### src/rtl/bytes_to_dibits_crc32.sv
// Byte-to-RMII-dibit serializer with running reflected CRC-32; optional FCS append under FCS_APPEND_EN.
// Latency: byte strobed at edge N drives dibits N+1..N+4; one pending slot, a strobe with the slot full is dropped.
module bytes_to_dibits_crc32 #(
    parameter int          BYTE_LEN = 8,
    parameter logic [31:0] CRC_POLY = 32'hEDB88320,
    parameter logic [31:0] CRC_INIT = 32'hFFFFFFFF
) (
    input  logic                clk,
    input  logic                reset,
    input  logic                inclk,
    input  logic [BYTE_LEN-1:0] in,
    input  logic                done_in,
    output logic [1:0]          out,
    output logic                outclk,
    output logic                idle,
    output logic                done_out,
    output logic [31:0]         crc
);

`ifdef FCS_APPEND_EN
    typedef enum logic [1:0] {IDLE, SHIFT, FCS, DONE} state_t;
`else
    typedef enum logic [1:0] {IDLE, SHIFT, DONE} state_t;
`endif

    state_t              state_q, state_d;
    logic [BYTE_LEN-1:0] sh_q, sh_d;
    logic [1:0]          cnt_q, cnt_d;
    logic [BYTE_LEN-1:0] pend_q, pend_d;
    logic                pend_vld_q, pend_vld_d;
    logic                pend_nxt_q, pend_nxt_d;
    logic                done_flag_q, done_flag_d;
    logic [31:0]         lfsr_q, lfsr_d;
    logic [31:0]         crc_q, crc_d;
    logic [1:0]          out_q, out_d;
    logic                outclk_q, outclk_d;
    logic                done_out_q, done_out_d;
    logic                idle_q, idle_d;
`ifdef FCS_APPEND_EN
    logic [3:0]          fcs_cnt_q, fcs_cnt_d;
`endif

    logic                load_ok, use_pend, use_in;
    logic [BYTE_LEN-1:0] load_byte;

    function automatic logic [31:0] crc_step(input logic [31:0] s, input logic b);
        logic fb;
        fb = s[0] ^ b;
        return (s >> 1) ^ (fb ? CRC_POLY : 32'h0);
    endfunction

    always_comb begin
        state_d     = state_q;
        sh_d        = sh_q;
        cnt_d       = cnt_q;
        pend_d      = pend_q;
        pend_vld_d  = pend_vld_q;
        pend_nxt_d  = pend_nxt_q;
        done_flag_d = done_flag_q | done_in;
        lfsr_d      = lfsr_q;
        out_d       = 2'b00;
        outclk_d    = 1'b0;
        done_out_d  = 1'b0;
`ifdef FCS_APPEND_EN
        fcs_cnt_d   = fcs_cnt_q;
`endif

        // Only data dibits feed the LFSR; FCS dibits leave it frozen.
        if (outclk_q && state_q == SHIFT)
            lfsr_d = crc_step(crc_step(lfsr_q, out_q[0]), out_q[1]);

        // A pending byte captured after done_in waits for the next frame.
        load_ok   = (state_q == IDLE) || (state_q == SHIFT && cnt_q == 2'd3);
        use_pend  = load_ok && pend_vld_q && !pend_nxt_q;
        use_in    = load_ok && !pend_vld_q && inclk && !done_flag_q;
        load_byte = use_pend ? pend_q : in;

        if (use_pend)
            pend_vld_d = 1'b0;
        if (inclk && !pend_vld_q && !use_in) begin
            pend_d     = in;
            pend_vld_d = 1'b1;
            pend_nxt_d = done_flag_q || (state_q == DONE)
`ifdef FCS_APPEND_EN
                         || (state_q == FCS)
`endif
                         ;
        end

        case (state_q)
            IDLE, SHIFT: begin
                if (state_q == SHIFT && cnt_q != 2'd3) begin
                    cnt_d    = cnt_q + 2'd1;
                    sh_d     = sh_q >> 2;
                    out_d    = sh_q[3:2];
                    outclk_d = 1'b1;
                end else if (use_pend || use_in) begin
                    state_d  = SHIFT;
                    cnt_d    = 2'd0;
                    sh_d     = load_byte;
                    out_d    = load_byte[1:0];
                    outclk_d = 1'b1;
                end else if (done_flag_q || done_in) begin
`ifdef FCS_APPEND_EN
                    if (state_q == SHIFT) begin
                        state_d   = FCS;
                        fcs_cnt_d = 4'd0;
                        out_d     = ~lfsr_d[1:0];
                        outclk_d  = 1'b1;
                    end else begin
                        state_d    = DONE;
                        done_out_d = 1'b1;
                    end
`else
                    state_d    = DONE;
                    done_out_d = 1'b1;
`endif
                end else begin
                    state_d = IDLE;
                end
            end
`ifdef FCS_APPEND_EN
            FCS: begin
                if (fcs_cnt_q == 4'd15) begin
                    state_d    = DONE;
                    done_out_d = 1'b1;
                end else begin
                    fcs_cnt_d = fcs_cnt_q + 4'd1;
                    out_d     = crc_q[{fcs_cnt_d, 1'b0} +: 2];
                    outclk_d  = 1'b1;
                end
            end
`endif
            DONE: begin
                state_d     = IDLE;
                lfsr_d      = CRC_INIT;
                done_flag_d = done_in;
                pend_nxt_d  = 1'b0;
            end
            default: state_d = IDLE;
        endcase

        crc_d  = ~lfsr_d;
        idle_d = (state_d == IDLE) && !pend_vld_d;
    end

    always_ff @(posedge clk or posedge reset) begin
        if (reset) begin
            state_q     <= IDLE;
            sh_q        <= '0;
            cnt_q       <= 2'd0;
            pend_q      <= '0;
            pend_vld_q  <= 1'b0;
            pend_nxt_q  <= 1'b0;
            done_flag_q <= 1'b0;
            lfsr_q      <= CRC_INIT;
            crc_q       <= 32'h0;
            out_q       <= 2'b00;
            outclk_q    <= 1'b0;
            done_out_q  <= 1'b0;
            idle_q      <= 1'b1;
`ifdef FCS_APPEND_EN
            fcs_cnt_q   <= 4'd0;
`endif
        end else begin
            state_q     <= state_d;
            sh_q        <= sh_d;
            cnt_q       <= cnt_d;
            pend_q      <= pend_d;
            pend_vld_q  <= pend_vld_d;
            pend_nxt_q  <= pend_nxt_d;
            done_flag_q <= done_flag_d;
            lfsr_q      <= lfsr_d;
            crc_q       <= crc_d;
            out_q       <= out_d;
            outclk_q    <= outclk_d;
            done_out_q  <= done_out_d;
            idle_q      <= idle_d;
`ifdef FCS_APPEND_EN
            fcs_cnt_q   <= fcs_cnt_d;
`endif
        end
    end

    assign out      = out_q;
    assign outclk   = outclk_q;
    assign idle     = idle_q;
    assign done_out = done_out_q;
    assign crc      = crc_q;

endmodule

### config.mk
export PLATFORM = sky130hd
export DESIGN_NAME = bytes_to_dibits_crc32
export DESIGN_NICKNAME = d
export VERILOG_FILES = /design/src/rtl/bytes_to_dibits_crc32.sv
export SDC_FILE = /design/constraint.sdc
export NUM_CORES = 1
export LEC_CHECK = 0
export CELL_PAD_IN_SITES_DETAIL_PLACEMENT = 1
export CELL_PAD_IN_SITES_GLOBAL_PLACEMENT = 1
export CORE_MARGIN = 10
export CORE_UTILIZATION = 45
export CTS_BUF_LIST = sky130_fd_sc_hd__clkbuf_2 sky130_fd_sc_hd__clkbuf_4 sky130_fd_sc_hd__clkbuf_8
export CTS_CLUSTER_DIAMETER = 30
export CTS_CLUSTER_SIZE = 25
export DETAILED_ROUTE_END_ITERATION = 8
export GPL_TIMING_DRIVEN = 0
export PLACE_DENSITY = 0.92
export SETUP_SLACK_MARGIN = 0.3
export SLEW_MARGIN = 20
export SYNTH_ARGS = -nofsm -noshare
export SYNTH_HDL_FRONTEND = slang
export SYNTH_SLANG_ARGS = --single-unit
### constraint.sdc
create_clock -name clk -period 4.03 [get_ports clk]
set_clock_uncertainty 0.2 [all_clocks]
set_input_delay 0.806 -clock clk [delete_from_list [all_inputs] [get_ports clk]]
set_output_delay 0.806 -clock clk [all_outputs]
set_load 0.01 [all_outputs]
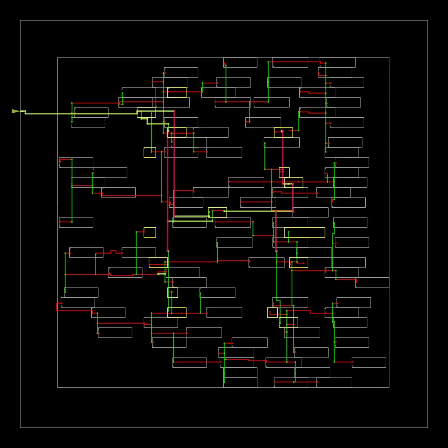
(run_1/final_clocks.png)
clock net sink count: 90
P_clk: 0.643 mW

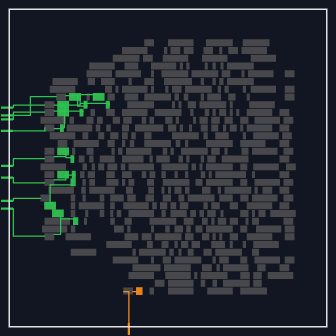
(run_1/port_nets.png)
| colour | port | bits | direction | edge | end cells | buffers | wire |
|---|---|---|---|---|---|---|---|
| green | in | 8 | input | left | 16 | 8 | 236 um |
| orange | reset | 1 | input | bottom | 1 | 1 | 14.9 um |
I/O Pins: 49
Port-buffer cells: 48

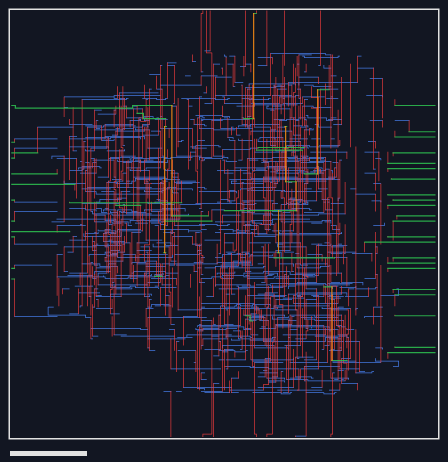
(run_1/metal_stack.png)
The bar under the picture is 20 um long.
| colour | layer | wire length |
|---|---|---|
| orange | met4 | 162 um |
| green | met3 | 495 um |
| blue | met1 | 3,710 um |
| red | met2 | 4,640 um |

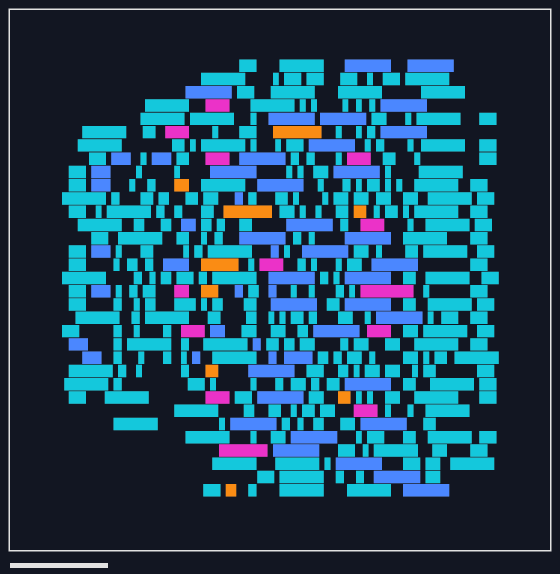
(run_1/drive_strength.png)
The bar under the picture is 20 um long.
| colour | size | cells | share |
|---|---|---|---|
| blue | drive 2 | 52 | 14% |
| cyan | drive 1 or less | 309 | 81% |
| orange | drive 3 to 4 | 9 | 2.3% |
| magenta | drive 6 and up | 13 | 3.4% |
Final WS setup: 1.623 ns
buffers outside the clock class: 67

==> results_dict.tcl, run 1 <==
# yosys + openroad results
set metrics [dict create \
    status "finished clean" \
    yosys_cells 318 \
    tightest_slew_ns 0.7239 \
    cp-endpoint "out[1]" \
    dieArea_um2 12260 \
    p_seq_mw 1.58 \
    fp.dieH_um 110.7 \
    comb-cell-share 0.2781 \
    non_clock_buffer_area_share 0.1283 \
    ys.flops 90 \
    mi_logic_area_um2 1266 \
    largest_class "sequential cells" \
    rsz0062_at_grt "false" \
    finalClockPeriodUsage 0.5973 \
    fin_util 0.5626 \
    crit_path_start "out[1]" \
    async_reset_ff_frac 1.000 \
    crit_required_ns 3.02 \
    holdPathStages 1 \
    power_frac_comb 0.438 \
    cts_tree "yes" \
    area_leaders "dfrtp_1, dfstp_2, nand2_1" \
    grt_usage 0.1494 \
    min_to "pend_q[7]" \
    edf_count 0 \
    clkLatencyLatePin_ns 0.36 \
    r2r_cells 5 \
    cellPowerDensity_nw_per_um2 867.8 \
    cp_max_fo 2 \
    crit_path_max_incr_delay_ns 0.60 \
    ff_type "dfrtp_1" \
    fin_area_um2 4553 \
    cp.arrival_ns 1.40 \
    r2r_slack_ns 1.88 \
    n_all_inverters 18 \
    ys_warn_count 0 \
    swShare 0.3788 \
    syn_nets 331 \
    clock_buffers 11 \
    rr_startpoint "cnt_q[0]" \
    antenna_found_initial 0 \
    route.detailed.wl_per_inst_um 18.46 \
    clock_power_share 0.163 \
    seqPwrFrac 0.399 \
    place.gp.congestion 0.8165 \
    top_cell "dfrtp_1" \
    cts.clk_slew.worst_paths_ns 0.09 \
    netlist_instances 318 \
    min_period_ns 2.407 \
    power.switching_mw 1.497 \
    lay_top_count "dfrtp_1" \
    n_tap_cell 105 \
    nets 391 \
    slew_violations 0 \
    drive_gt1_frac 0.1932 \
    path_cells "clkdlybuf4s50_1" \
    yosysSeqAreaShare 0.6193 \
    areaGrowthSynthToFinish_pct 22.94 \
    power.leakage_nw 2.002 \
    vias 2614 \
    die_width_um 110.7 \
    power_leader "combinational cells" \
    yosysUniqueCellTypes 38 \
    grt_pass1_wl_um 15310 \
    synth_top_area_share 0.3851 \
    finalHoldViolCount 0 \
    seq_area_frac 0.5037 \
    first_iter_violations 105 \
    final_cell_mix "dfrtp_1, clkdlybuf4s50_1, nand2_1" \
    root_buffer "clkbuf_8" \
    fill_cells 857 \
    end_kind "output port" \
    seq_cells 90 \
    layout.cells.non_filler 488 \
    rows 33 \
    post-cts-setup-buffers 0 \
    path_class "flip-flop to output port" \
    diodes 0 \
    ant_nets 0 \
    r2r_end "pend_q[1]" \
    start_kind "flip-flop" \
]
[run 1: kinds of logic after synthesis]
kind of cell	Yosys count	share of synthesized area
and+or+nand+nor	96	0.1338
DFF	90	0.6193
AOI/OAI and AO/OA	64	0.1135
buffers and inverters	36	0.03885
xor gates and xnor gates	22	0.06419
muxes	9	0.02703
adders and majority gates	1	0.003378
[run 1: layer usage]
| layer | routed length [um] | GRT usage | up-vias |
|---|---|---|---|
| met4 | 161 | 0.06076 | 0 |
| met5 | 0 | 0 | - |
| met3 | 494 | 0.03896 | 17 |
| met2 | 4642 | 0.2630 | 65 |
| met1 | 3708 | 0.1669 | 1332 |
| li1 | - | - | 1200 |
==> run_1/registers.png <==
The bar under the picture is 20 um long.
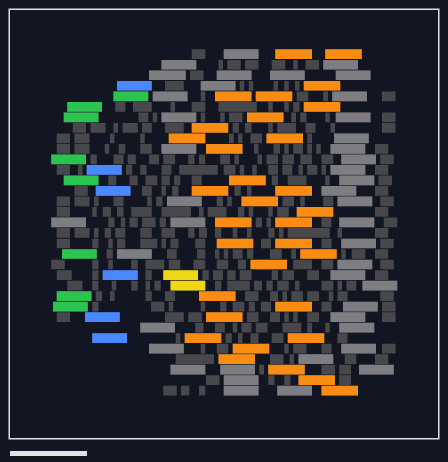

## Run 2: what changed since run 1
- clock period: 4.03 -> 2.5 ns (I/O delays scaled with it)
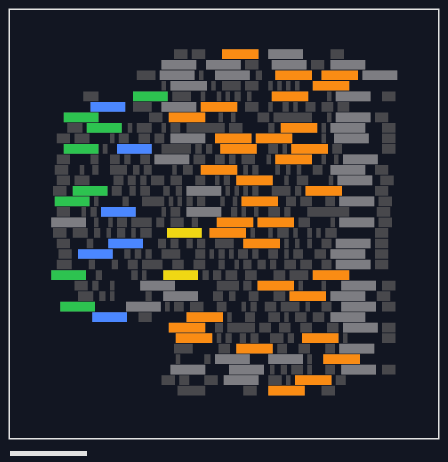
(run_2/registers.png)
The bar under the picture is 20 um long.
| colour | signal | flops |
|---|---|---|
| yellow | state_q | 2 |
| orange | lfsr_q | 32 |
| blue | sh_q | 6 |
| green | pend_q | 8 |
Seq group: 2.55 mW
Final Util: 0.5682

==> run 2 against run 1 <==
Sequential share of layout area down 0.49 points. Clock power up 62%. Critical path depth unchanged. Final cell count up 0.61%. Sequential power up 61%. Synthesized cell count unchanged. Count of clock-buffer cells in the layout unchanged. Power up 62%. Largest cell class unchanged. Setup slack worse by 1.3 ns. Cell area up 0.99%. Register-to-register slack worse by 1.5 ns.
==> results_dict.tcl, run 2 <==
# yosys + openroad results
set metrics [dict create \
    route.detailed.wl_per_inst_um 18.41 \
    largest_class "sequential cells" \
    top_cell "dfrtp_1" \
    portBuffers 48 \
    diodes 0 \
    r2r_slack_ns 0.41 \
    crit_path_max_incr_delay_ns 0.55 \
    yosysSeqAreaShare 0.6193 \
    wl_met3_um 469 \
    rsz0062_at_grt "false" \
    yosys_cells 318 \
    finalHoldViolCount 0 \
    edf_count 0 \
    lay_top_count "dfrtp_1" \
    nNonClkBuffers 70 \
    seq_cells 90 \
    power_leader "combinational cells" \
    met1Wirelength_um 3738 \
    grt-busiest-layer "met2" \
    fp.dieH_um 110.7 \
    clkLatencyLatePin_ns 0.36 \
    power_frac_comb 0.439 \
    crit_required_ns 1.80 \
    ios 49 \
    power.leakage_nw 2.012 \
    grt_usage 0.1473 \
    status "finished clean" \
    antenna_found_initial 0 \
    use_met2 0.2500 \
    fin_area_um2 4598 \
    pg_clk_mw 1.04 \
    mi_logic_area_um2 1282 \
    syn_nets 331 \
    drive_gt1_frac 0.2047 \
    post-cts-setup-buffers 0 \
    seq_area_frac 0.4988 \
    clock_power_share 0.162 \
    synth_top_area_share 0.3851 \
    area_leaders "dfrtp_1, dfstp_2, nand2_1" \
    ff_type "dfrtp_1" \
    wl_met2_um 4673 \
    rows 33 \
    non_clock_buffer_area_share 0.1331 \
    cts_tree "yes" \
    path_class "flip-flop to output port" \
    r2r_cells 6 \
    clock_buffers 11 \
    holdPathStages 1 \
    n_all_inverters 18 \
    met1_usage 0.1714 \
    slew_violations 0 \
    first_iter_violations 101 \
    ant_nets 0 \
    final.setup.worst_slack_ns 0.3680 \
    place.gp.congestion 0.8084 \
    swShare 0.3790 \
    start_kind "flip-flop" \
    vias 2631 \
    areaGrowthSynthToFinish_pct 24.16 \
    routed.top_layer "met4" \
    netlist_instances 318 \
]
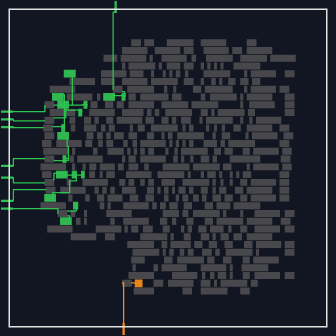
(run_2/port_nets.png)
| colour | port | bits | direction | edge | end cells | buffers | wire |
|---|---|---|---|---|---|---|---|
| green | in | 8 | input | 7 left, 1 top | 16 | 8 | 244 um |
| orange | reset | 1 | input | bottom | 1 | 1 | 16.6 um |

[run 2: worst max path at each step]
stage | start | slack [ns] | end
after global placement | reset | -0.14 | crc[1]
after CTS | cnt_q[0] | 0.30 | pend_q[5]
after floorplan | cnt_q[0] | 0.60 | pend_q[0]
after detailed placement | inclk | 0.08 | pend_q[5]
final | idle | 0.37 | idle
after global routing | cnt_q[0] | 0.31 | sh_q[5]
[run 2: kinds of logic after synthesis]
logic type | after synthesis | synth area share
AND-OR/OR-AND | 64 | 0.1135
adder cells (fa/ha/maj) | 1 | 0.003378
buffers and inverters | 36 | 0.03885
multiplexers | 9 | 0.02703
AND/OR/NAND/NOR | 96 | 0.1338
XOR/XNOR | 22 | 0.06419
flip-flops | 90 | 0.6193
Power and IR drop assume default switching activity.
